Figure 1. Met2 routing (run 1).
Drawn at 6 px/um. Cells faint in the background.
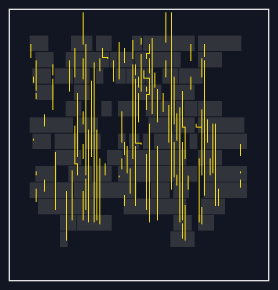
Figure 2. Gate-type map (run 1).
Drawn at 12 px/um.
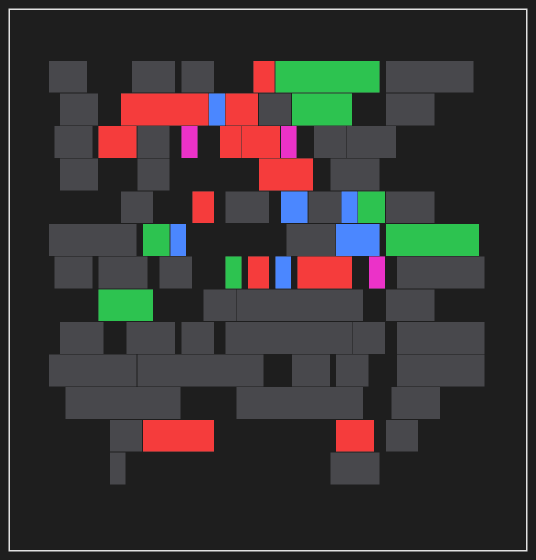
Figure 3. I/O nets highlighted (run 1).
Drawn at 12 px/um.
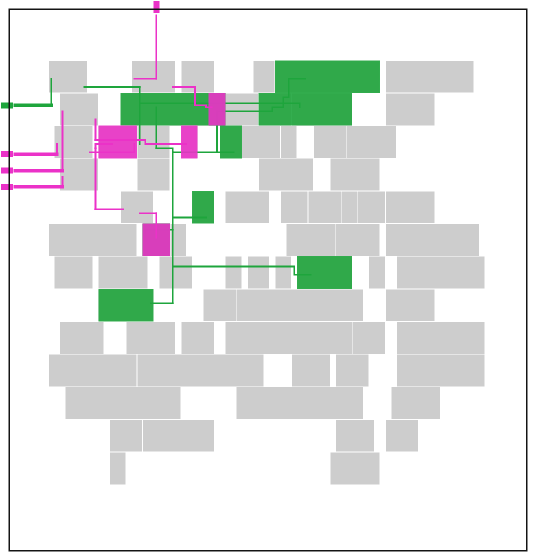
Figure 4. Sizing map (run 1).
Drawn at 8 px/um.
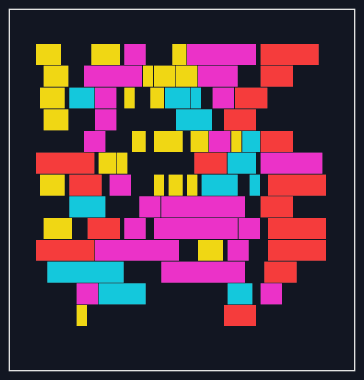
**src/rtl/counter_mod_if.sv**
```systemverilog
// Control/status bundle for one counter_mod digit.
// COUNTER_MOD_UPDOWN_EN adds the dn direction input.
interface counter_mod_if #(
  parameter int WIDTH = 4
);
  logic             clr;
  logic             en;
  logic             ld;
  logic [WIDTH-1:0] ld_val;
`ifdef COUNTER_MOD_UPDOWN_EN
  logic             dn;
`endif
  logic [WIDTH-1:0] q;
  logic             co;
  logic             ld_err;

`ifdef COUNTER_MOD_UPDOWN_EN
  modport master (
    output clr, en, ld, ld_val, dn,
    input  q, co, ld_err
  );
  modport slave (
    input  clr, en, ld, ld_val, dn,
    output q, co, ld_err
  );
`else
  modport master (
    output clr, en, ld, ld_val,
    input  q, co, ld_err
  );
  modport slave (
    input  clr, en, ld, ld_val,
    output q, co, ld_err
  );
`endif
endinterface

```
**src/rtl/counter_mod.sv**
```systemverilog
// Modulo-N counter digit with clear, checked load and cascade carry.
// COUNTER_MOD_UPDOWN_EN enables down-counting via bus.dn.
module counter_mod #(
  parameter int WIDTH     = 4,
  parameter int MODULUS   = 6,
  parameter int RESET_VAL = 0
) (
  input  logic          clk,
  input  logic          rst_n,
  counter_mod_if.slave  bus
);

  localparam logic [WIDTH-1:0] MAX_V = WIDTH'(MODULUS - 1);
  localparam logic [WIDTH-1:0] RST_V = WIDTH'(RESET_VAL);

  if (MODULUS < 2 || MODULUS > (2 ** WIDTH)) begin : g_bad_mod
    $error("counter_mod: MODULUS out of range 2..2**WIDTH");
  end
  if (RESET_VAL < 0 || RESET_VAL >= MODULUS) begin : g_bad_rst
    $error("counter_mod: RESET_VAL must be in 0..MODULUS-1");
  end

  logic [WIDTH-1:0] q_q, q_d;
  logic             ld_err_q, ld_err_d;
  logic             ld_bad;
  logic             term;
  logic [WIDTH-1:0] q_step;

  always_comb begin
    // widened compare keeps MODULUS = 2**WIDTH from overflowing
    ld_bad = 32'(bus.ld_val) >= $unsigned(MODULUS);
`ifdef COUNTER_MOD_UPDOWN_EN
    if (bus.dn) begin
      term   = (q_q == '0);
      q_step = term ? MAX_V : q_q - WIDTH'(1);
    end else begin
      term   = (q_q == MAX_V);
      q_step = term ? '0 : q_q + WIDTH'(1);
    end
`else
    term   = (q_q == MAX_V);
    q_step = term ? '0 : q_q + WIDTH'(1);
`endif
  end

  always_comb begin
    q_d      = q_q;
    ld_err_d = 1'b0;
    if (bus.clr) begin
      q_d = RST_V;
    end else if (bus.ld) begin
      if (ld_bad) ld_err_d = 1'b1;
      else        q_d      = bus.ld_val;
    end else if (bus.en) begin
      q_d = q_step;
    end
  end

  always_ff @(posedge clk or negedge rst_n) begin
    if (!rst_n) begin
      q_q      <= RST_V;
      ld_err_q <= 1'b0;
    end else begin
      q_q      <= q_d;
      ld_err_q <= ld_err_d;
    end
  end

  assign bus.q      = q_q;
  assign bus.ld_err = ld_err_q;
  assign bus.co     = bus.en & term & ~bus.clr & ~bus.ld;

endmodule
```
**src/flat_wrapper.sv**
```systemverilog
// flat-port wrapper written by rule: the top's interface ports become plain ports
module counter_mod_flat 
#(
  parameter int WIDTH     = 4,
  parameter int MODULUS   = 6,
  parameter int RESET_VAL = 0
)
  (clk, rst_n, bus_clr, bus_en, bus_ld, bus_ld_val, bus_q, bus_co, bus_ld_err);
  counter_mod_if #(.WIDTH(WIDTH)) bus_i ();
  input  logic clk;
  input  logic rst_n;
  input wire logic [$bits(bus_i.clr)-1:0] bus_clr;
  input wire logic [$bits(bus_i.en)-1:0] bus_en;
  input wire logic [$bits(bus_i.ld)-1:0] bus_ld;
  input wire logic [$bits(bus_i.ld_val)-1:0] bus_ld_val;
  output wire logic [$bits(bus_i.q)-1:0] bus_q;
  output wire logic [$bits(bus_i.co)-1:0] bus_co;
  output wire logic [$bits(bus_i.ld_err)-1:0] bus_ld_err;
  assign bus_i.clr = bus_clr;
  assign bus_i.en = bus_en;
  assign bus_i.ld = bus_ld;
  assign bus_i.ld_val = bus_ld_val;
  assign bus_q = bus_i.q;
  assign bus_co = bus_i.co;
  assign bus_ld_err = bus_i.ld_err;
  counter_mod #(.WIDTH(WIDTH), .MODULUS(MODULUS), .RESET_VAL(RESET_VAL)) u_core (.clk(clk), .rst_n(rst_n), .bus(bus_i));
endmodule
```
**config.mk**
```make
export PLATFORM = sky130hd
export DESIGN_NAME = counter_mod_flat
export DESIGN_NICKNAME = d
export VERILOG_FILES = /design/src/rtl/counter_mod_if.sv /design/src/rtl/counter_mod.sv /design/src/flat_wrapper.sv
export SDC_FILE = /design/constraint.sdc
export NUM_CORES = 1
export LEC_CHECK = 0
export CAP_MARGIN = 10
export CORE_AREA = 3 3 40 42
export DETAILED_ROUTE_END_ITERATION = 7
export DIE_AREA = 0 0 43 45
export GPL_ROUTABILITY_DRIVEN = 1
export PLACE_DENSITY = 0.58
export SYNTH_ARGS = -nofsm -noshare
export SYNTH_HDL_FRONTEND = slang
export SYNTH_SLANG_ARGS = --single-unit
```
**constraint.sdc**
```tcl
create_clock -name clk -period 1 [get_ports clk]
set_input_delay 0.25 -clock clk [delete_from_list [all_inputs] [get_ports clk]]
set_output_delay 0.25 -clock clk [all_outputs]
set_load 0.1 [all_outputs]
```
==> CHANGELOG.md, run 1 <==
### Physical design

- GRT Overall Usage: 0.1346
- Met2 WL: 579 um
- CTS root buf: clkbuf_4
- Yosys aoi share: 0.3011
- Dominant Register Cell: dfrtp_1
- Maximum VDD drop: 0.9146 mV
- Count leader, synth: dfrtp_1
- Rows: 13
- End of the critical path: bus_co
- Synthesis area per yosys: 349.1 um^2
- Seq share, synth: 0.3584
- Status: finished, violations left
- Peak Freq: 661.2 MHz
- CTS buffer count: 3
- Simple share: 0.2330
- H-tree depth: 1
- Worst-Margin Slew: 0.3434 ns
- EDFF count, synth: 0
- Placed insts: 78
- Clk sink count: 5
- Share of layout cells above drive strength 1: 0.6712
- Routed wire per std cell: 12.38 um
- Critical Path AT: 1.26 ns
- Hold/Removal Path Class: in -> async
- Vias per cell: 4.773
- Dpl hpwl: 709.5 um
- Adders+Majority by Area: 0
- Router iterations before antenna repair: 2
- Final std cells w/o fill: 88
- # Cells Yosys: 37
- Post-Syn Area: 349.1 um^2
- Final setup violation count: 10
- Power Density: 1127 nW/um^2
- Cell taking the most area after synthesis: dfrtp_1
- Tally of unique sky130hd cells used after synthesis: 24
- Clock transition at path regs: 0.04 ns
- Die outline width: 43 um
- Filler cells: 105
- Placement Setup Slack: -0.7092 ns
- Final #Nets: 83
- Post-Synthesis Cells: 37
- Crit. Startpoint: u_core.bus.q[3]
- Avg Inst Size Synth: 9.435 um^2
- Critical R2R Launch: u_core.bus.q[1]
- Crit Path Class: reg -> out
- FP Util: 0.2717
- Final ANT Viol Nets: 0
- Synth mux share: 0.02867
- Routability congestion estimate: 0.7433
- Largest net degree at the start of global routing: 10
- Max-cap violations: 0
- CTS tree: built
- Warnings from Yosys: 0
- FF-to-FF setup slack: -0.28 ns
- Startpoint types: flip-flop
- Hold Worst Slack: 0.2278 ns
- Port Buffers: 14
- Top comb family, area: AND-OR/OR-AND gates
- Hold Fails Final Rpt: 0
- Metal3 WL: 72 um
- Worst setup EP type: output pin
- Layout Skew: 0.002546 ns
- Overflow after GRT: 0
- Top cells by count: 5 x dfrtp_1, 4 x nand2_1, 3 x a21oi_1
- Antenna Cells: 0
- XORs/XNORs by Area: 0
- Total negative setup slack: -2.770 ns
- Top Metal Used: met3
- Top cells by area: dfrtp_1 36%, a211oi_4 5.7%, o41ai_2 4.7%, a21oi_1 4.3%, a211oi_1 4.3%
- Initial antenna violation count: 0
- First-pass GRT wire length: 1876 um
- LEAKAGE: 0.0003575 uW
- Post-synth regs: 5
- DRT iter0 DRCs: 3
- R2R Path End: u_core.bus.q[2]
- Failing checks: negative setup slack
- Fin crit share: 1.512
- Slew headroom: 0.7704
- Die H: 45 um
- RSZ-0062 raised after global routing: yes
- Min Clock Period, post-route: 1.512 ns
- Max-area cell share: 0.3584
- Syn nets: 46
- Worst EP required: 0.75 ns
- Vias in the first global route: 460
- Tool warning count: 29
- Wl on met1: 437 um
- R2R cell count: 4
- Post-synth ARST share: 1.000
- Hold Buf Count CTS: 0
- DRC Markers: 0
- Final worst slack: -0.5123 ns
- Core Box Area: 1285 um^2
- CP Max Fanout: 3
- Deepest clock path buffer count: 2
- Clk latency late pin: 0.24 ns
- IO Count: 15
- Max Slew Vio Count: 0
- Die area: 1935 um^2
## Picture notes: Figure 1
The layer holds 53% of the routed length. The wires run mostly vertical. The longest straight run is 29.4 um. 69 nets have wire on it. The layer carries 579 um of wire.
grt met2 use: 0.2365
vias: 420
final WL: 1089 um

## Picture notes: Figure 2
Green shows NOR gates, cells 7. Red shows inverting AOI/OAI gates, cells 12. Blue shows NAND gates, cells 6, where centre. Magenta shows inverters, cells 3.

## Picture notes: Figure 3
Green shows bus_ld, direction input, edge west, end cells 10, wire 84.2 um. Magenta shows bus_ld_val, direction input, edge 3 west, 1 north, end cells 4, wire 56.4 um.

## Picture notes: Figure 4
Yellow shows drive 1 or less, cells 24, share 33%, most used dlygate4sd2_1. Red shows drive 6 and up, cells 16, share 22%, most used buf_6. Cyan shows drive 2, cells 12, share 16%. Magenta shows drive 3 to 4, cells 21, share 29%, most used buf_4.
final worst slack: -0.5123 ns
area delta synth->final: 137.6%

[run 1: metal layers]
layer / vias to the layer above / global-route usage
met2: 14 / 0.2365
met3: 0 / 0.05976
met1: 199 / 0.1561
li1: 207 / -
met4: 0 / 0.01807
met5: - / 0
[run 1: area by class of cell]
cell class | instances | area (um^2) | area share
clock buffer | 4 | 26.28 | 0.03167
inverter | 3 | 11.26 | 0.01357
multi-input combinational | 27 | 251.5 | 0.3032
sequential | 5 | 141.4 | 0.1704
tap | 15 | 18.77 | 0.02262
timing repair buffer | 34 | 380.4 | 0.4585
[run 1: metrics by stage]
step | total power, uW | util | cell area, um^2
after global routing | 992.7 | 0.6456 | 829.5
final | 934.8 | 0.6456 | 829.5
after CTS | 908.9 | 0.6144 | 789.5
after floorplan | 446.7 | - | 385.4
after global placement | 628.4 | 0.5394 | 693.2
after detailed placement | 630.7 | 0.5394 | 693.2
[run 1: placed cells by master (no fill, tap or decap), drive strengths merged]
cell type,count
o41ai,1
nand4,1
mux2i,1
buf,26
clkbuf,4
clkdlybuf4s50,2
nand2,4
dfrtp,5
nor4b,1
a211oi,3
nor2,2
nand3,1
a21oi,4
a21o,1
nor3b,1
inv,3
o31ai,1
nor4,1
dlygate4sd2,6
nor2b,2
o21ai,3
[run 1: worst max-delay path, stage by stage (launching register included)]
cell and delay, ns:
dfrtp_4 0.50, nor4_4 0.31, buf_12 0.21
[run 1: registers in the layout (all words and copies together), names as in the netlist]
name	cells
u_core.bus.q	4
u_core.bus.ld_err	1
[run 1: power breakdown]
group	switching, uW	internal (uW)
Clock	80.6	151
Combinational	241	215
Sequential	20.0	228
Total	341	593
[run 1: timing repair]
item / in CTS / in global routing
gates resized: 18 / 9
endpoints found under the setup margin: 11 / 10
pin swaps: 6 / 5
endpoints found under the hold margin: 0 / 0
setup buffers: 6 / 2
==> run 1 -> run 2 <==
- CTS_CLUSTER_DIAMETER: default -> 200
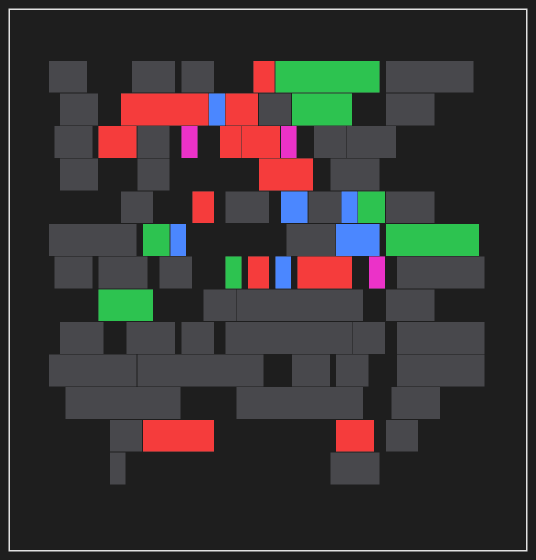
Figure 5: run 2, gate-type map.
Drawn at 12 px/um.
Magenta shows inverters, cells 3. Green shows NOR gates, cells 7. Blue shows NAND gates, cells 6, where centre. Red shows inverting AOI/OAI gates, cells 12.
final std cells w/o fill: 88
multi-input combinational area share: 0.3032

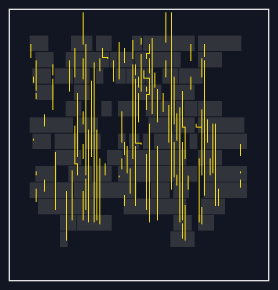
Figure 6: run 2, met2 routing.
Drawn at 6 px/um. Cells faint in the background.

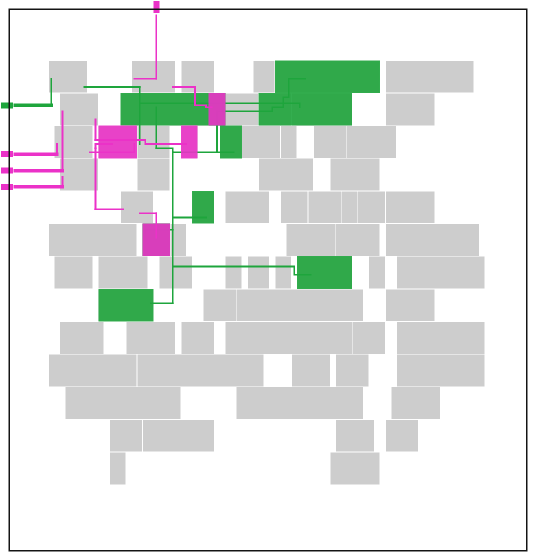
Figure 7: run 2, I/O nets highlighted.
Drawn at 12 px/um.
Magenta shows bus_ld_val, direction input, edge 3 west, 1 north, end cells 4, wire 56.4 um. Green shows bus_ld, direction input, edge west, end cells 10, wire 84.2 um.
IO Count: 15
Port Buffers: 14

==> CHANGELOG.md, run 2 <==
### Physical design

- Int Power: 593.4 uW (unchanged)
- Worst setup EP type: output pin
- Max-area cell share: 0.3584 (unchanged)
- Comb pwr: 456 uW (about the same)
- Post-Synthesis Cells: 37 (unchanged)
- Storage cell area: 141.4 um^2 (unchanged)
- Clk sink count: 5 (unchanged)
- Router iterations before antenna repair: 2 (unchanged)
- Core Box Area: 1285 um^2 (unchanged)
- Placement Setup Slack: -0.7092 ns (unchanged)
- Top Consumer: combinational logic
- DRT iter0 DRCs: 3 (unchanged)
- DRC Markers: 0 (unchanged)
- Avg Inst Size Synth: 9.435 um^2 (unchanged)
- Max-cap violations: 0 (unchanged)
- # resized after CTS: 18 (unchanged)
- Comb power frac: 0.488 (about the same)
- Die outline width: 43 um (unchanged)
- Maximum VDD drop: 0.9146 mV (unchanged)
- Tally of unique sky130hd cells used after synthesis: 24 (unchanged)
- Top cells by count: 5 x dfrtp_1, 4 x nand2_1, 3 x a21oi_1
- Crit Path Class: reg -> out
- Final setup violation count: 10 (unchanged)
- Status: finished, violations left
- Layout Skew: 0.002546 ns (unchanged)
- MI comb area: 251.5 um^2 (unchanged)
- Fin crit share: 1.512 (unchanged)
- Hold Buf Count CTS: 0 (unchanged)
- Deepest clock path buffer count: 2 (unchanged)
- Peak Freq: 661.2 MHz (unchanged)
- Die area: 1935 um^2 (unchanged)
- Total negative setup slack: -2.770 ns (unchanged)
- Power Density: 1127 nW/um^2 (unchanged)
- Clock Power: 231 uW (about the same)
- CTS root buf: clkbuf_4
- Dpl hpwl: 709.5 um (unchanged)
- Largest net degree at the start of global routing: 10 (unchanged)
- FF-to-FF setup slack: -0.28 ns (about the same)
- Syn nets: 46 (unchanged)
- Hold Fails Final Rpt: 0 (unchanged)
- Seq share, synth: 0.3584 (unchanged)
- Final worst slack: -0.5123 ns (unchanged)
- CP Max Fanout: 3 (unchanged)
- Max Slew Vio Count: 0 (unchanged)
- FP Util: 0.2717 (unchanged)
- GRT Overall Usage: 0.1346 (unchanged)
- First-pass GRT wire length: 1876 um (unchanged)
- Filler cells: 105 (unchanged)
- Dominant Register Cell: dfrtp_1
- Final WL: 1089 um (unchanged)
- R2R Path End: u_core.bus.q[2]
- Area delta synth->final: 137.6% (unchanged)
- Post-CTS Setup Bufs: 6 (unchanged)
- Largest register FFs: 4 (unchanged)
- Crit. Startpoint: u_core.bus.q[3]
- Critical Path AT: 1.26 ns (about the same)
- Rows: 13 (unchanged)
- Share of layout cells above drive strength 1: 0.6712 (unchanged)
- Count leader, synth: dfrtp_1
- Tool warning count: 29 (unchanged)
- Net Sw Frac: 0.3652 (unchanged)
- RSZ-0062 raised after global routing: yes
- Post-synth ARST share: 1.000 (unchanged)
- H-tree depth: 1 (unchanged)
- Power share of the sequential group: 0.265 (about the same)
- Antenna Cells: 0 (unchanged)
- Most numerous logic cells after layout: 10 x buf_4, 10 x buf_6, 6 x dlygate4sd2_1, 6 x buf_12
- R2R cell count: 4 (unchanged)
- Vias per cell: 4.773 (unchanged)
- EDFF count, synth: 0 (unchanged)
- Clk latency late pin: 0.24 ns (about the same)
- Top cells by area: dfrtp_1 36%, a211oi_4 5.7%, o41ai_2 4.7%, a21oi_1 4.3%, a211oi_1 4.3%
- Post-synth regs: 5 (unchanged)
- Worst EP required: 0.75 ns (about the same)
- Power Sequential: 248 uW (about the same)
- Overflow after GRT: 0 (unchanged)
- Cell taking the most area after synthesis: dfrtp_1
- Startpoint types: flip-flop
- Initial antenna violation count: 0 (unchanged)
- Post-Syn Area: 349.1 um^2 (unchanged)
- Failing checks: negative setup slack
- Clk network pwr share: 0.247 (about the same)
- Synthesis area per yosys: 349.1 um^2 (unchanged)
- Final ANT Viol Nets: 0 (unchanged)
- Critical R2R Launch: u_core.bus.q[1]
- Final #Nets: 83 (unchanged)
- Warnings from Yosys: 0 (unchanged)
- Routability congestion estimate: 0.7433 (unchanged)
- CTS buffer count: 3 (unchanged)
- LEAKAGE: 0.0003575 uW (unchanged)
- Switching power: 341.4 uW (unchanged)
- Vias: 420 (unchanged)
- Placed insts: 78 (unchanged)
- Worst-Margin Slew: 0.3434 ns (unchanged)
- CTS tree: built
- Clock transition at path regs: 0.04 ns (about the same)
- Slew headroom: 0.7704 (unchanged)
- Routed wire per std cell: 12.38 um (unchanged)
- Hold/Removal Path Class: in -> async
- # Cells Yosys: 37 (unchanged)
- Die H: 45 um (unchanged)
- End of the critical path: bus_co
- Vias in the first global route: 460 (unchanged)
- Min Clock Period, post-route: 1.512 ns (unchanged)
[run 2: stage by stage]
stage	hold WS (ns)	area, um^2	utilization	total power, uW
after floorplan	-0.04559	385.4	-	446.7
after global placement	0.4794	693.2	0.5394	628.4
after detailed placement	0.4869	693.2	0.5394	630.7
after CTS	0.2285	789.5	0.6144	908.9
after global routing	0.2277	829.5	0.6456	992.7
final	0.2278	829.5	0.6456	934.8
[run 2: per-layer routing]
metal / global-route usage / routed length, um / vias up
met5: 0 / 0 / -
met1: 0.1561 / 437 / 199
met4: 0.01807 / 0 / 0
li1: - / - / 207
met3: 0.05976 / 72 / 0
met2: 0.2365 / 579 / 14
[run 2: how the worst min path moves through the flow]
stage | start | end | slack, ns | cells after the start
final | rst_n | u_core.bus.q[0] | 0.23 | 1
after global routing | rst_n | u_core.bus.q[3] | 0.23 | 1
after CTS | rst_n | u_core.bus.q[3] | 0.23 | 1
after detailed placement | rst_n | u_core.bus.q[2] | 0.49 | 1
after global placement | rst_n | u_core.bus.q[2] | 0.48 | 1
after floorplan | rst_n | u_core.bus.ld_err | -0.05 | 0
[run 2: final cells by class]
class,count,share of cell area
clock buffers,4,0.03167
inverters,3,0.01357
multi-input cells,27,0.3032
flip-flops and latches,5,0.1704
well taps,15,0.02262
repair buffers,34,0.4585
[run 2: critical path, cell delays in order, from the launching register on]
cell     delay (ns)
dfrtp_4        0.50
nor4_4         0.31
buf_12         0.21
[run 2: kinds of logic (layout without fill, tap and decap cells)]
logic type,count (synthesis),in the layout,share of synthesized area
DFF,5,5,0.3584
buffers and inverters,5,41,0.07883
muxes,1,1,0.02867
AOI/OAI and AO/OA,13,13,0.3011
and+or+nand+nor,13,13,0.2330
Power figures rest on the tool's default switching activity, not on a simulated workload.
